Figure 1. Routing congestion.
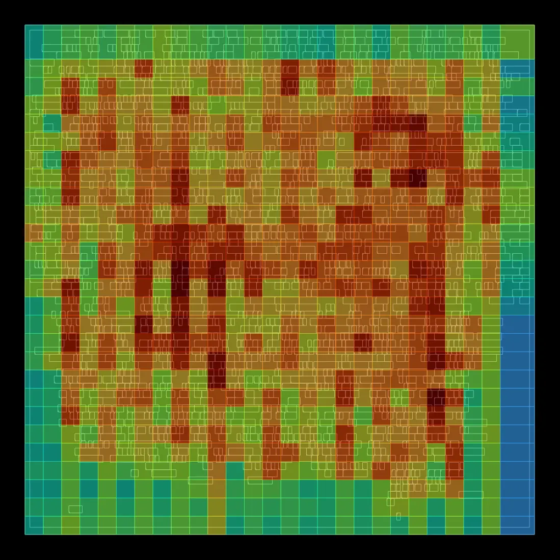
Figure 2. Metal 2.
Scale bar: 50 um. Cells faint in the background.
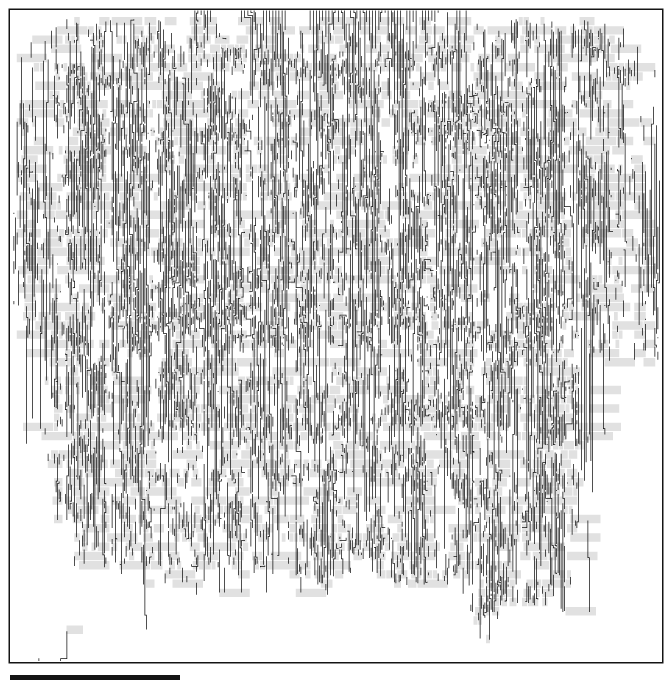
--- src/rtl/riscv_muldiv_if.sv ---
// Request/response bundle between the execute stage and the RV32M multiply/divide unit.
// The master drives the request side; the slave returns the busy/done handshake and result.
interface riscv_muldiv_if #(
   parameter int XLEN = 32
);
   logic            start;
   logic [2:0]      funct3;
   logic [XLEN-1:0] a;
   logic [XLEN-1:0] b;
   logic [4:0]      rd_in;
   logic            flush;
   logic            busy;
   logic            done;
   logic [XLEN-1:0] result;
   logic [4:0]      rd_out;

   modport master (
      output start, funct3, a, b, rd_in, flush,
      input  busy, done, result, rd_out
   );

   modport slave (
      input  start, funct3, a, b, rd_in, flush,
      output busy, done, result, rd_out
   );
endinterface

--- src/rtl/riscv_muldiv.sv ---
// Iterative RV32M unit: shift-add multiplier and restoring divider on operand magnitudes,
// with a final sign-fix cycle and a one-cycle fast path for divide-by-zero and signed overflow.
module riscv_muldiv #(
   parameter int XLEN = 32
) (
   input logic           clk,
   input logic           rst,
   riscv_muldiv_if.slave bus
);
   localparam int CW = $clog2(XLEN) + 1;

   typedef enum logic [1:0] {
      IDLE = 2'd0,
      CALC = 2'd1,
      FIX  = 2'd2,
      DONE = 2'd3
   } state_t;

   state_t            state_r, state_s;
   logic [2:0]        op_r;
   logic              sign_a_r, sign_b_r;
   logic [XLEN-1:0]   opnd_r;
   logic [2*XLEN-1:0] acc_r;
   logic [XLEN:0]     rem_r;
   logic [CW-1:0]     cnt_r;
   logic              busy_r, done_r;
   logic [XLEN-1:0]   result_r;
   logic [4:0]        rd_r;

   logic              start_s, flush_s, accept_s, fast_s, is_div_s;
   logic              a_signed_s, b_signed_s, div0_s, ovf_s;
   logic [2:0]        funct3_s;
   logic [XLEN-1:0]   a_s, b_s, mag_a_s, mag_b_s, fast_res_s;
   logic [XLEN:0]     mul_sum_s;
   logic [2*XLEN-1:0] mul_next_s, prod_s;
   logic [XLEN+1:0]   div_shift_s, div_trial_s;
   logic [XLEN-1:0]   quo_s, rem_fix_s, fix_res_s;

   // Request decode: operand signedness, magnitudes and the fast-path result
   always_comb begin
      start_s    = bus.start;
      flush_s    = bus.flush;
      funct3_s   = bus.funct3;
      a_s        = bus.a;
      b_s        = bus.b;
      is_div_s   = funct3_s[2];
      a_signed_s = (funct3_s != 3'b011) && (funct3_s != 3'b101) && (funct3_s != 3'b111);
      b_signed_s = (funct3_s == 3'b000) || (funct3_s == 3'b001) ||
                   (funct3_s == 3'b100) || (funct3_s == 3'b110);
      mag_a_s    = (a_signed_s && a_s[XLEN-1]) ? -a_s : a_s;
      mag_b_s    = (b_signed_s && b_s[XLEN-1]) ? -b_s : b_s;
      div0_s     = is_div_s && (b_s == {XLEN{1'b0}});
      ovf_s      = is_div_s && !funct3_s[0] && (b_s == {XLEN{1'b1}}) &&
                   (a_s == {1'b1, {(XLEN-1){1'b0}}});
      fast_s     = div0_s || ovf_s;
      if (div0_s) begin
         fast_res_s = funct3_s[1] ? a_s : {XLEN{1'b1}};
      end else begin
         fast_res_s = funct3_s[1] ? {XLEN{1'b0}} : a_s;
      end
      accept_s   = (state_r == IDLE) && start_s && !flush_s;
   end

   // One iteration step of each algorithm plus the sign-corrected final result
   always_comb begin
      mul_sum_s   = {1'b0, acc_r[2*XLEN-1:XLEN]} +
                    (acc_r[0] ? {1'b0, opnd_r} : {(XLEN+1){1'b0}});
      mul_next_s  = {mul_sum_s, acc_r[XLEN-1:1]};
      // Partial remainder stays below the divisor, so the top bit of the trial is its sign
      div_shift_s = {rem_r, acc_r[XLEN-1]};
      div_trial_s = div_shift_s - {2'b00, opnd_r};
      prod_s      = (sign_a_r ^ sign_b_r) ? -acc_r : acc_r;
      quo_s       = (sign_a_r ^ sign_b_r) ? -acc_r[XLEN-1:0] : acc_r[XLEN-1:0];
      rem_fix_s   = sign_a_r ? -rem_r[XLEN-1:0] : rem_r[XLEN-1:0];
      case (op_r)
         3'b000:                 fix_res_s = prod_s[XLEN-1:0];
         3'b001, 3'b010, 3'b011: fix_res_s = prod_s[2*XLEN-1:XLEN];
         3'b100, 3'b101:         fix_res_s = quo_s;
         3'b110, 3'b111:         fix_res_s = rem_fix_s;
         default:                fix_res_s = {XLEN{1'b0}};
      endcase
   end

   // Next-state logic; flush wins over everything including a new start
   always_comb begin
      state_s = state_r;
      if (flush_s) begin
         state_s = IDLE;
      end else begin
         case (state_r)
            IDLE: begin
               if (start_s) state_s = fast_s ? DONE : CALC;
               else         state_s = IDLE;
            end
            CALC: begin
               if (cnt_r == CW'(XLEN - 1)) state_s = FIX;
               else                        state_s = CALC;
            end
            FIX:     state_s = DONE;
            DONE:    state_s = IDLE;
            default: state_s = IDLE;
         endcase
      end
   end

   // State register with registered busy/done derived from the next state
   always_ff @(posedge clk or negedge rst) begin
      if (!rst) begin
         state_r <= IDLE;
         busy_r  <= 1'b0;
         done_r  <= 1'b0;
      end else begin
         state_r <= state_s;
         busy_r  <= (state_s != IDLE);
         done_r  <= (state_s == DONE);
      end
   end

   // Datapath: capture at accept, iterate in CALC, publish the result at FIX or fast path
   always_ff @(posedge clk or negedge rst) begin
      if (!rst) begin
         op_r     <= 3'b000;
         sign_a_r <= 1'b0;
         sign_b_r <= 1'b0;
         opnd_r   <= {XLEN{1'b0}};
         acc_r    <= {(2*XLEN){1'b0}};
         rem_r    <= {(XLEN+1){1'b0}};
         cnt_r    <= {CW{1'b0}};
         result_r <= {XLEN{1'b0}};
         rd_r     <= 5'd0;
      end else begin
         case (state_r)
            IDLE: begin
               if (accept_s) begin
                  op_r     <= funct3_s;
                  rd_r     <= bus.rd_in;
                  sign_a_r <= a_signed_s && a_s[XLEN-1];
                  sign_b_r <= b_signed_s && b_s[XLEN-1];
                  opnd_r   <= is_div_s ? mag_b_s : mag_a_s;
                  acc_r    <= {{XLEN{1'b0}}, (is_div_s ? mag_a_s : mag_b_s)};
                  rem_r    <= {(XLEN+1){1'b0}};
                  cnt_r    <= {CW{1'b0}};
                  if (fast_s) result_r <= fast_res_s;
               end
            end
            CALC: begin
               cnt_r <= cnt_r + CW'(1);
               if (op_r[2]) begin
                  rem_r <= div_trial_s[XLEN+1] ? div_shift_s[XLEN:0] : div_trial_s[XLEN:0];
                  acc_r <= {acc_r[2*XLEN-1:XLEN], acc_r[XLEN-2:0], ~div_trial_s[XLEN+1]};
               end else begin
                  acc_r <= mul_next_s;
               end
            end
            FIX: begin
               if (!flush_s) result_r <= fix_res_s;
            end
            default: begin
               cnt_r <= cnt_r;
            end
         endcase
      end
   end

   assign bus.busy   = busy_r;
   assign bus.done   = done_r;
   assign bus.result = result_r;
   assign bus.rd_out = rd_r;
endmodule

--- src/flat_wrapper.sv ---
// flat-port wrapper written by rule: the top's interface ports become plain ports
module riscv_muldiv_flat 
#(
   parameter int XLEN = 32
)
  (clk, rst, bus_start, bus_funct3, bus_a, bus_b, bus_rd_in, bus_flush, bus_busy, bus_done, bus_result, bus_rd_out);
  riscv_muldiv_if #(.XLEN(XLEN)) bus_i ();
  input logic clk;
  input logic rst;
  input wire logic [$bits(bus_i.start)-1:0] bus_start;
  input wire logic [$bits(bus_i.funct3)-1:0] bus_funct3;
  input wire logic [$bits(bus_i.a)-1:0] bus_a;
  input wire logic [$bits(bus_i.b)-1:0] bus_b;
  input wire logic [$bits(bus_i.rd_in)-1:0] bus_rd_in;
  input wire logic [$bits(bus_i.flush)-1:0] bus_flush;
  output wire logic [$bits(bus_i.busy)-1:0] bus_busy;
  output wire logic [$bits(bus_i.done)-1:0] bus_done;
  output wire logic [$bits(bus_i.result)-1:0] bus_result;
  output wire logic [$bits(bus_i.rd_out)-1:0] bus_rd_out;
  assign bus_i.start = bus_start;
  assign bus_i.funct3 = bus_funct3;
  assign bus_i.a = bus_a;
  assign bus_i.b = bus_b;
  assign bus_i.rd_in = bus_rd_in;
  assign bus_i.flush = bus_flush;
  assign bus_busy = bus_i.busy;
  assign bus_done = bus_i.done;
  assign bus_result = bus_i.result;
  assign bus_rd_out = bus_i.rd_out;
  riscv_muldiv #(.XLEN(XLEN)) u_core (.clk(clk), .rst(rst), .bus(bus_i));
endmodule
--- config.mk ---
export PLATFORM = sky130hd
export DESIGN_NAME = riscv_muldiv_flat
export DESIGN_NICKNAME = d
export VERILOG_FILES = /design/src/rtl/riscv_muldiv_if.sv /design/src/rtl/riscv_muldiv.sv /design/src/flat_wrapper.sv
export SDC_FILE = /design/constraint.sdc
export NUM_CORES = 1
export LEC_CHECK = 0
export CAP_MARGIN = 20
export CORE_MARGIN = 1.5
export CORE_UTILIZATION = 45
export CTS_CLUSTER_DIAMETER = 50
export DETAILED_ROUTE_END_ITERATION = 6
export PLACE_DENSITY = 0.66
export SLEW_MARGIN = 20
export SYNTH_ARGS = -nofsm -noshare
export SYNTH_HDL_FRONTEND = slang
export SYNTH_SLANG_ARGS = --single-unit
--- constraint.sdc ---
create_clock -name clk -period 6.5 [get_ports clk]
set_input_delay 1.3 -clock clk [delete_from_list [all_inputs] [get_ports clk]]
set_output_delay 1.3 -clock clk [all_outputs]
set_load 0.01 [all_outputs]
==> flow_metrics.env <==
# yosys + openroad results
export IMPL_status="finished clean"
export IMPL_rsz0062_at_grt="false"
export IMPL_synth_area_per_cell_um2=7.75
export IMPL_mostFrequentLayoutCell="nand2_1"
export IMPL_slew_violations=0
export IMPL_fmaxAchievable_mhz=195
export IMPL_cp_end_kind="register"
export IMPL_fin_ws_ps=1380
export IMPL_syn_inst=2081
export IMPL_r2r_cells=12
export IMPL_synth_nets=2229
export IMPL_crit_family="simple AND/OR/NAND/NOR gates"
export IMPL_cp_slowest_stage_delay_ps=830
export IMPL_r2r_start="u_core.opnd_r[2]"
export IMPL_wl_per_cell_um=21.8
export IMPL_period_needed_ps=5120
export IMPL_ant_nets=0
export IMPL_grt_pass1_vias=14600
export IMPL_p_int_mw=3.48
export IMPL_core_area_mm2=0.0354
export IMPL_cp_slowest_cell="nor4_1"
export IMPL_busiest_layer="met2"
export IMPL_wl_met2_mm=26.0
export IMPL_path_cells="clkdlybuf4s50_1 -> nor4_1 -> nand3_1 -> or4b_1 -> nor4_1 -> nor4_1 -> a211oi_4 -> nand2_4 -> or3_1 -> o21ai_1 -> a21oi_1"
export IMPL_worstSetupPathType="in2reg"
export IMPL_synth_area_mm2=0.0161
export IMPL_placementRows=69
export IMPL_ctsLongestPathBuffers=2
export IMPL_clk_pin_slew_worst_paths_ps=80
export IMPL_io_buffers=114
export IMPL_wl_met1_mm=23.8
export IMPL_yosys_most_used_dff="dfrtp_1"
export IMPL_cts_tree="built"
export IMPL_num_nets_final=2260
export IMPL_dp_slack_ps=964
export IMPL_enable_flop_cells=0
export IMPL_post_cts_setup_buffers=0
export IMPL_cp_depth=11
export IMPL_initial_core_util=0.456
export IMPL_dpl_hpwl_mm=42.2
export IMPL_reg2reg_to="u_core.rem_r[32]"
export IMPL_clkLatencyLatePin_ps=480
export IMPL_crit_start="bus_a[2]"
export IMPL_mostFrequentLayoutCells="253 x nand2_1, 226 x o21ai_0, 189 x a21oi_1"
export IMPL_whs_ps=478
export IMPL_layout_cells_non_filler=2586
export IMPL_endpoint="u_core.bus.result[28]"
export IMPL_p_leak_nw=7.84
export IMPL_antenna_found_initial=0
export IMPL_path_common_cell="nor4_1"
export IMPL_grtUsageMet3=0.0546
export IMPL_powerDensity_mw_per_mm2=367
export IMPL_drt_iter0_drc=1705
export IMPL_grt_pass1_wl_mm=85.3
export IMPL_pwr_share_clk=0.161
export IMPL_setup_tns_ps=0
export IMPL_ctsRootBufferMaster="clkbuf_16"
export IMPL_area_delta_synth_final_pct=12.6
export IMPL_cts_resized=0
export IMPL_crit_path_start_kind="input pin"
export IMPL_async_flop_share=1.00
export IMPL_tightest_slew_ps=1090
export IMPL_remaining_drc_errors=0
export IMPL_track_usage=0.303
export IMPL_yosysSeqAreaShare=0.281
export IMPL_die_y_um=192
export IMPL_p_comb_frac=0.548
About Figure 1:
fin util: 0.513
grt met1 use: 0.404

About Figure 2:
- nets with wire on the layer: 1868
- wire length on this layer: 26.0 mm
- longest straight run: 79.2 um

## power by group through the flow
stage                     logic (mW)  clock network [mW]  registers, mW
after floorplan                 2.60                   0           1.78
after global placement          3.51                   0           1.93
after detailed placement        3.59                   0           1.94
after CTS                       3.61                1.09           1.92
after global routing            4.02                1.14           1.98
final                           3.66                1.08           1.94
## cell usage after synthesis, drive strengths merged, types with 19 or more instances
| cell type | count | area (um2) |
|---|---|---|
| nor2 | 166 | 623 |
| dfrtp | 181 | 4530 |
| inv | 60 | 225 |
| xnor2 | 91 | 797 |
| nand2 | 255 | 965 |
| a21o | 32 | 240 |
| o41ai | 28 | 328 |
| a31oi | 28 | 175 |
| nand3 | 32 | 160 |
| ha | 70 | 876 |
| nor2b | 21 | 131 |
| clkbuf | 110 | 413 |
| o31ai | 37 | 278 |
| nor3 | 57 | 285 |
| a21oi | 189 | 946 |
| o21ai | 229 | 1150 |
| xor2 | 101 | 885 |
| mux2i | 61 | 611 |
| o211ai | 35 | 263 |
| nor4 | 23 | 180 |
| nand2b | 19 | 119 |
| a211oi | 32 | 253 |
## how the worst min path moves through the flow
stage	start	to	slack (ps)	cells after the start
floorplan	u_core.opnd_r[14]	u_core.opnd_r[14]	450	2
global placement	u_core.bus.rd_out[3]	u_core.bus.rd_out[3]	460	2
detailed placement	u_core.bus.result[4]	u_core.bus.result[4]	470	2
CTS	u_core.bus.result[30]	u_core.bus.result[30]	490	2
global route	u_core.bus.result[1]	u_core.bus.result[1]	510	1
finish	u_core.bus.result[30]	u_core.bus.result[30]	480	2
## cell families (layout without fill, tap and decap cells)
kind of cell    after synthesis  count (layout)  share of synthesized area
fa+ha+maj                    72              72                     0.0568
flops                       181             181                      0.281
buf+inv                     186             230                     0.0442
xor+xnor                    192             192                      0.104
simple gates                677             677                      0.198
compound gates              709             709                      0.276
mux                          64              64                     0.0399
## flip-flops by register name, indices dropped and copies added (netlist names)
signal             count
u_core.op_r            3
u_core.rem_r          33
u_core.state_r         2
u_core.bus.done        1
u_core.sign_b_r        1
u_core.bus.result     32
u_core.bus.busy        1
u_core.acc_r          64
u_core.opnd_r         32
u_core.bus.rd_out      5
u_core.sign_a_r        1
u_core.cnt_r           6
## worst reg2reg max path: stages (launching register included)
cell      delay [ps]
dfrtp_1          430
inv_1            130
ha_1             360
o21a_1           220
o31a_1           140
o211ai_1         290
nand3_1          270
o31ai_1          300
a21oi_1          180
mux2i_1          390
nand2_2          720
or4_1            730
nand3b_1         100
## area by class of cell
cell class | count | area (um2) | share of cell area
timing repair buffer | 137 | 1310 | 0.0722
clock buffer | 18 | 439 | 0.0242
multi-input combinational | 1714 | 10900 | 0.602
inverter | 61 | 229 | 0.0126
sequential | 181 | 4530 | 0.249
clock inverter | 14 | 145 | 0.00799
tap | 461 | 577 | 0.0317
## through the flow
stage | instance area [um2] | power (mW)
after floorplan | 16100 | 4.38
after global placement | 17600 | 5.45
after detailed placement | 17600 | 5.53
after CTS | 18200 | 6.63
after global routing | 18200 | 7.14
final | 18200 | 6.67
Power and IR drop assume default switching activity.
